<file path="src/rtl/mem_dma_engine.sv">
// mem_dma_engine: word-at-a-time memory-to-memory copy engine; optional constant fill mode under `DMA_FILL_EN.
// Latency: 3 cycles/word for a copy (rdy=1, 1-cycle read latency), 1 cycle/word for a fill; done pulses the cycle after the last write.
// Backpressure: each request is held stable until mem_req_rdy; RD_WAIT waits indefinitely for mem_resp_val.
module mem_dma_engine #(
    parameter int CPU_WIDTH      = 32,
    parameter int WORD_ADDR_BITS = 30,
    parameter int LEN_BITS       = 16
) (
    input  logic                      clk,
    input  logic                      reset,
    input  logic                      start,
    input  logic [WORD_ADDR_BITS-1:0] src_addr,
    input  logic [WORD_ADDR_BITS-1:0] dst_addr,
    input  logic [LEN_BITS-1:0]       len,
`ifdef DMA_FILL_EN
    input  logic                      fill_mode,
    input  logic [CPU_WIDTH-1:0]      fill_value,
`endif
    output logic                      busy,
    output logic                      done,
    output logic [LEN_BITS-1:0]       words_done,
    output logic                      mem_req_val,
    input  logic                      mem_req_rdy,
    output logic [WORD_ADDR_BITS-1:0] mem_req_addr,
    output logic [CPU_WIDTH-1:0]      mem_req_data,
    output logic [3:0]                mem_req_write,
    input  logic                      mem_resp_val,
    input  logic [CPU_WIDTH-1:0]      mem_resp_data
);

    localparam logic [2:0] IDLE    = 3'd0;
    localparam logic [2:0] RD_REQ  = 3'd1;
    localparam logic [2:0] RD_WAIT = 3'd2;
    localparam logic [2:0] WR_REQ  = 3'd3;
    localparam logic [2:0] DONE    = 3'd4;

    localparam logic [LEN_BITS-1:0]       LEN_ONE  = {{(LEN_BITS-1){1'b0}}, 1'b1};
    localparam logic [WORD_ADDR_BITS-1:0] ADDR_ONE = {{(WORD_ADDR_BITS-1){1'b0}}, 1'b1};

    logic [2:0]                state;
    logic [2:0]                state_nxt;
    logic [WORD_ADDR_BITS-1:0] src_q;
    logic [WORD_ADDR_BITS-1:0] dst_q;
    logic [LEN_BITS-1:0]       len_q;
    logic [CPU_WIDTH-1:0]      data_q;
    logic [LEN_BITS-1:0]       wd_next;
    logic                      fill_start;
    logic                      fill_act;

`ifdef DMA_FILL_EN
    logic fill_q;

    assign fill_start = fill_mode;
    assign fill_act   = fill_q;

    always_ff @(posedge clk) begin
        if (reset) begin
            fill_q <= 1'b0;
        end else if (state == IDLE && start) begin
            fill_q <= fill_mode;
        end
    end
`else
    assign fill_start = 1'b0;
    assign fill_act   = 1'b0;
`endif

    assign wd_next = words_done + LEN_ONE;

    always_comb begin
        state_nxt = state;
        case (state)
            IDLE: begin
                if (start) begin
                    if (len == '0) begin
                        state_nxt = DONE;
                    end else if (fill_start) begin
                        state_nxt = WR_REQ;
                    end else begin
                        state_nxt = RD_REQ;
                    end
                end
            end
            RD_REQ: begin
                if (mem_req_rdy) begin
                    state_nxt = RD_WAIT;
                end
            end
            RD_WAIT: begin
                if (mem_resp_val) begin
                    state_nxt = WR_REQ;
                end
            end
            WR_REQ: begin
                // Fill transfers stay in WR_REQ so each word costs one cycle.
                if (mem_req_rdy) begin
                    if (wd_next == len_q) begin
                        state_nxt = DONE;
                    end else if (fill_act) begin
                        state_nxt = WR_REQ;
                    end else begin
                        state_nxt = RD_REQ;
                    end
                end
            end
            DONE: begin
                state_nxt = IDLE;
            end
            default: begin
                state_nxt = IDLE;
            end
        endcase
    end

    always_ff @(posedge clk) begin
        if (reset) begin
            state      <= IDLE;
            src_q      <= '0;
            dst_q      <= '0;
            len_q      <= '0;
            data_q     <= '0;
            words_done <= '0;
        end else begin
            state <= state_nxt;
            case (state)
                IDLE: begin
                    if (start) begin
                        src_q      <= src_addr;
                        dst_q      <= dst_addr;
                        len_q      <= len;
                        words_done <= '0;
`ifdef DMA_FILL_EN
                        if (fill_mode) begin
                            data_q <= fill_value;
                        end
`endif
                    end
                end
                RD_WAIT: begin
                    if (mem_resp_val) begin
                        data_q <= mem_resp_data;
                    end
                end
                WR_REQ: begin
                    // Addresses wrap naturally at the top of the word address space.
                    if (mem_req_rdy) begin
                        words_done <= wd_next;
                        src_q      <= src_q + ADDR_ONE;
                        dst_q      <= dst_q + ADDR_ONE;
                    end
                end
                default: begin
                end
            endcase
        end
    end

    assign busy          = (state != IDLE);
    assign done          = (state == DONE);
    assign mem_req_val   = (state == RD_REQ) || (state == WR_REQ);
    assign mem_req_write = (state == WR_REQ) ? 4'b1111 : 4'b0000;
    assign mem_req_addr  = (state == WR_REQ) ? dst_q : src_q;
    assign mem_req_data  = data_q;

endmodule

</file>
<file path="config.mk">
export PLATFORM = sky130hd
export DESIGN_NAME = mem_dma_engine
export DESIGN_NICKNAME = d
export VERILOG_FILES = /design/src/rtl/mem_dma_engine.sv
export SDC_FILE = /design/constraint.sdc
export NUM_CORES = 1
export LEC_CHECK = 0
export CORE_MARGIN = 1.5
export CORE_UTILIZATION = 53
export DETAILED_ROUTE_END_ITERATION = 10
export GPL_TIMING_DRIVEN = 0
export PLACE_DENSITY = 0.87
export SYNTH_ARGS = -nofsm -noshare
export SYNTH_HDL_FRONTEND = slang
export SYNTH_SLANG_ARGS = --single-unit
</file>
<file path="constraint.sdc">
create_clock -name clk -period 4 [get_ports clk]
set_input_delay 1.2 -clock clk [delete_from_list [all_inputs] [get_ports clk]]
set_output_delay 1.2 -clock clk [all_outputs]
set_load 0.02 [all_outputs]
</file>
==> flow_summary.yaml, run 1 <==
# flow metrics
finish:
  signal_buffers: 275
  drive_above_1_share: 0.0674
  biggestCellCategory: "multi-input combinational cells"
  area_delta_synth_final_pct: 39.5
  fin_nets: 1350
final_timing:
  rsz0062_at_grt: "no"
  finalMaxSlewViolations: 0
  max_slew_margin: 0.465
synthesis:
  aoi_share: 0.225
  syn_area_per_cell_um2: 7.00
  ys_sh_xor: 0.0316
run_status:
  status: "finished, final reports clean"
worst_setup_path:
  cp_top_family: "buffers and inverters"
  reg2reg_depth: 9
  path_buffers: 3
global_routing:
  grt_max_degree: 20
detailed_routing:
  top_layer: "met4"
placement:
  place.detailed.hpwl_mm: 18.9
clock_network:
  htreeDepth: 4
power:
  power_density_nw_per_um2: 484
## run 1: cell usage after synthesis (all sizes together) (6+ instances only)
| master | instances | area [um2] |
|---|---|---|
| nor2 | 86 | 325 |
| xnor2 | 19 | 174 |
| a22oi | 9 | 67.6 |
| xor2 | 6 | 52.6 |
| nor3 | 27 | 151 |
| nand3 | 44 | 225 |
| a31oi | 13 | 81.3 |
| clkbuf | 54 | 213 |
| buf | 29 | 168 |
| nand2 | 262 | 988 |
| mux2i | 7 | 70.1 |
| o21ai | 56 | 280 |
| o22ai | 11 | 68.8 |
| nand4 | 18 | 128 |
| nor4 | 11 | 103 |
| and3 | 20 | 131 |
| a21oi | 129 | 646 |
| o31ai | 8 | 60.1 |
| inv | 6 | 22.5 |
| a21o | 6 | 45.0 |
| dfxtp | 127 | 2540 |
| a211oi | 22 | 165 |
## run 1: flip-flops by register name, summed over array words and instances (netlist names)
signal,flops
src_q,30
words_done,16
len_q,16
dst_q,30
state,3
mem_req_data,32
## run 1: through the flow
step                instance area (um2)  setup TNS (ns)  instances  total power [mW]   util
floorplan                          7160               0       1023              2.57      -
global placement                   9340           -4.25       1395              3.21  0.708
detailed placement                 9340           -5.21       1395              3.24  0.708
CTS                                9970               0       1425              4.79  0.756
global route                       9990               0       1423              5.03  0.757
finish                             9990               0       1423              4.83  0.757
## run 1: power by group through the flow
stage / clock network [mW] / logic [mW] / registers (mW)
after floorplan: 0 / 0.932 / 1.64
after global placement: 0 / 1.55 / 1.67
after detailed placement: 0 / 1.57 / 1.67
after CTS: 1.57 / 1.57 / 1.65
after global routing: 1.64 / 1.70 / 1.69
final: 1.58 / 1.59 / 1.67
## run 1: what timing repair did
item | CTS | global route
endpoints found under the setup margin | 34 | 18
setup buffers | 0 | 0
cloned | 0 | 0
resized | 35 | 14
run_1/clock_map.png
Bar = 20 um.
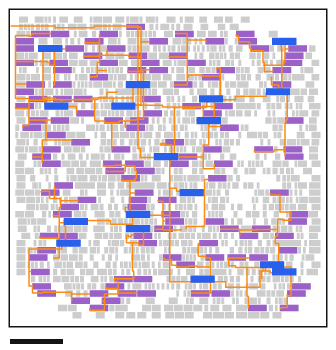
[orange] clock wires | length: 1600 um
[blue] cells driving clock nets | count: 17
[purple] flip-flops | count: 127
routed clock nets: 18
flops lie: all over the die
Fin Clk Skew: 0.00626 ns
Late-Pin Clk Latency: 0.43 ns

run_1/wire_density.png
Bar = 20 um. The die is cut into 24 by 24 equal tiles; white is low, dark blue is high, scaled to the fullest tile. Values are wire area over tile area, all layers added.
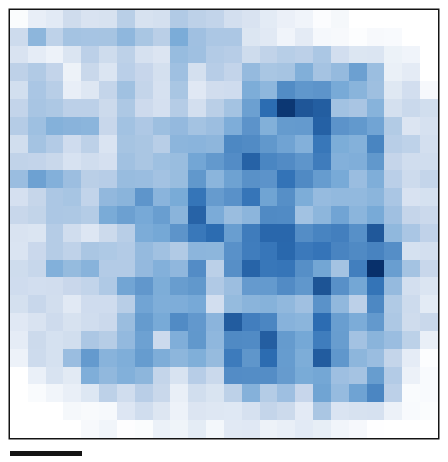
fullest tile: 0.95
tiles over half the peak: 24%
nearly empty tiles: 4.5%
mean over tiles: 0.34
emptiest ninth of the die: south-west
wire per inst: 19.0 um
GRT Overall Usage: 0.381

run_1/zoom.png
Region (40, 40) to (80, 80) um. Cells in grey, sequential cells in the stronger grey; small squares are vias.
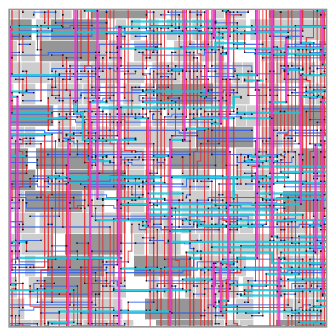
[cyan] met3
[red] met2
[magenta] met4
[blue] met1
cells with their middle in the window: 160
netlist names of flops here include: src_q (6), words_done (5), dst_q (4)
most frequent: nand2_1 (19), clkbuf_1 (17), nor2_1 (17)
sequential cells in the window: 16

==> run 2, diff against run 1 <==
- SLEW_MARGIN: unset -> 20
==> flow_summary.yaml, run 2 <==
# flow metrics
run_status:
  status: "finished, final reports clean"
worst_setup_path:
  r2r_start: "words_done[0]$_SDFFE_PP0P_"
  rrSetupSlack_ns: 1.31
  reg2reg_depth: 9
final_timing:
  fin_ws_ns: 0.0694
  max_slew_margin: 0.465
  finalMaxSlewViolations: 0
  fin_tns_setup_ns: 0
  finClkSkew_ns: 0.00626
  rsz0062_at_grt: "no"
synthesis:
  synth.largest_area_cell: "dfxtp_1"
  ys_sh_xor: 0.0316
  synthTopCellsByArea: "dfxtp_1 35%, nand2_1 14%, a21oi_1 9.0%"
  aoi_share: 0.225
  synth_flops: 127
  top_cell: "nand2_1"
  syn_nets: 1139
  synth.top_cell.area_share: 0.355
  syn_area_per_cell_um2: 7.00
  async_flop_share: 0
finish:
  area_delta_synth_final_pct: 39.5
  drive_above_1_share: 0.0674
  diodes: 0
  fin_nets: 1350
  largest_reg_flops: 32
  final_cell_mix: "260 x nand2_1, 171 x clkdlybuf4s50_1, 129 x a21oi_1"
  stdcell_area_um2: 9990
clock_network:
  cts_resized: 35
  post_cts_buffers: 0
  insertion_delay_ns: 0.43
power:
  p_total_mw: 4.83
global_routing:
  grt.met3_usage: 0.109
  grt_usage: 0.381
  grt_max_degree: 20
placement:
  portBuffers: 196
  place.detailed.hpwl_mm: 18.9
  pre_cts_slack_ns: -0.271
detailed_routing:
  dr.first_iter.drc_count: 1307
  top_layer: "met4"
  wl_per_cell_um: 19.0
==> run 2: cell counts in the layout (fill, tap and decap cells not counted) <==
Identical to the previous run, type by type.
==> run 2: critical path, delay by kind of cell, from the launching register on <==
| family | cells | cell delay [ns] |
|---|---|---|
| DFF | 1 | 0.30 |
| buffers and inverters | 3 | 1.27 |
| and+or+nand+nor | 3 | 0.59 |
| AOI/OAI and AO/OA | 1 | 0.13 |
==> run 2: layout make-up <==
cell class | count | area, um2 | share of cell area
Buffer | 79 | 414 | 0.0415
Clock buffer | 19 | 433 | 0.0433
Clock inverter | 13 | 165 | 0.0165
Inverter | 6 | 22.5 | 0.00225
Multi-Input combinational cell | 807 | 4220 | 0.422
Sequential cell | 127 | 2540 | 0.255
Tap cell | 176 | 220 | 0.0220
Timing Repair Buffer | 196 | 1970 | 0.198
==> run 2: worst max path at each step <==
stage,startpoint,end,cells after the start
global placement,state[2]$_SDFFE_PP0P_,mem_req_addr[27],9
floorplan,state[2]$_SDFFE_PP0P_,mem_req_addr[16],9
CTS,state[2]$_SDFFE_PP0P_,mem_req_addr[15],9
global route,state[2]$_SDFFE_PP0P_,mem_req_addr[28],7
finish,state[2]$_SDFFE_PP0P_,mem_req_addr[28],7
detailed placement,state[2]$_SDFFE_PP0P_,mem_req_addr[19],10
==> run 2: stage by stage <==
stage                      util  instances
after floorplan               -       1023
after global placement    0.708       1395
after detailed placement  0.708       1395
after CTS                 0.756       1425
after global routing      0.757       1423
final                     0.757       1423
==> run 2: report_power, final <==
group / leakage, nW / internal (mW) / total, mW / switching, mW
clock: 0.280 / 0.980 / 1.58 / 0.596
sequential: 1.04 / 1.45 / 1.67 / 0.214
combinational: 2.56 / 0.626 / 1.59 / 0.964
total: 3.87 / 3.06 / 4.83 / 1.77
run_2/met3.png
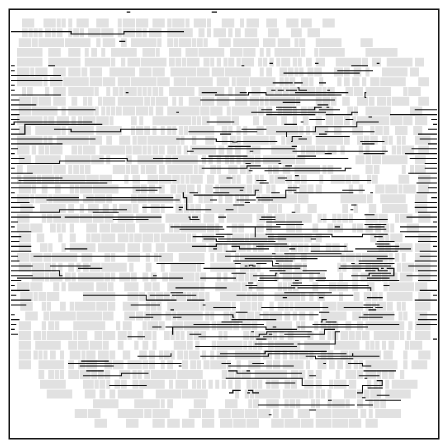
longest straight run: 46.0 um
wire length on this layer: 3400 um
main direction: horizontal
routed wire length: 27.1 mm
Via Count: 8754

run_2/clock_map.png
Bar = 20 um.
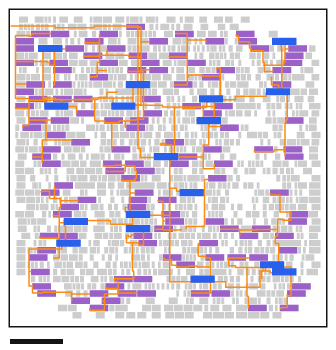
[blue] cells driving clock nets | count: 17
[orange] clock wires | length: 1600 um
[purple] flip-flops | count: 127
flops lie: all over the die
Clk power: 1.58 mW
part of the power in the clock network: 0.326

Power is estimated from default activity; no workload was simulated.
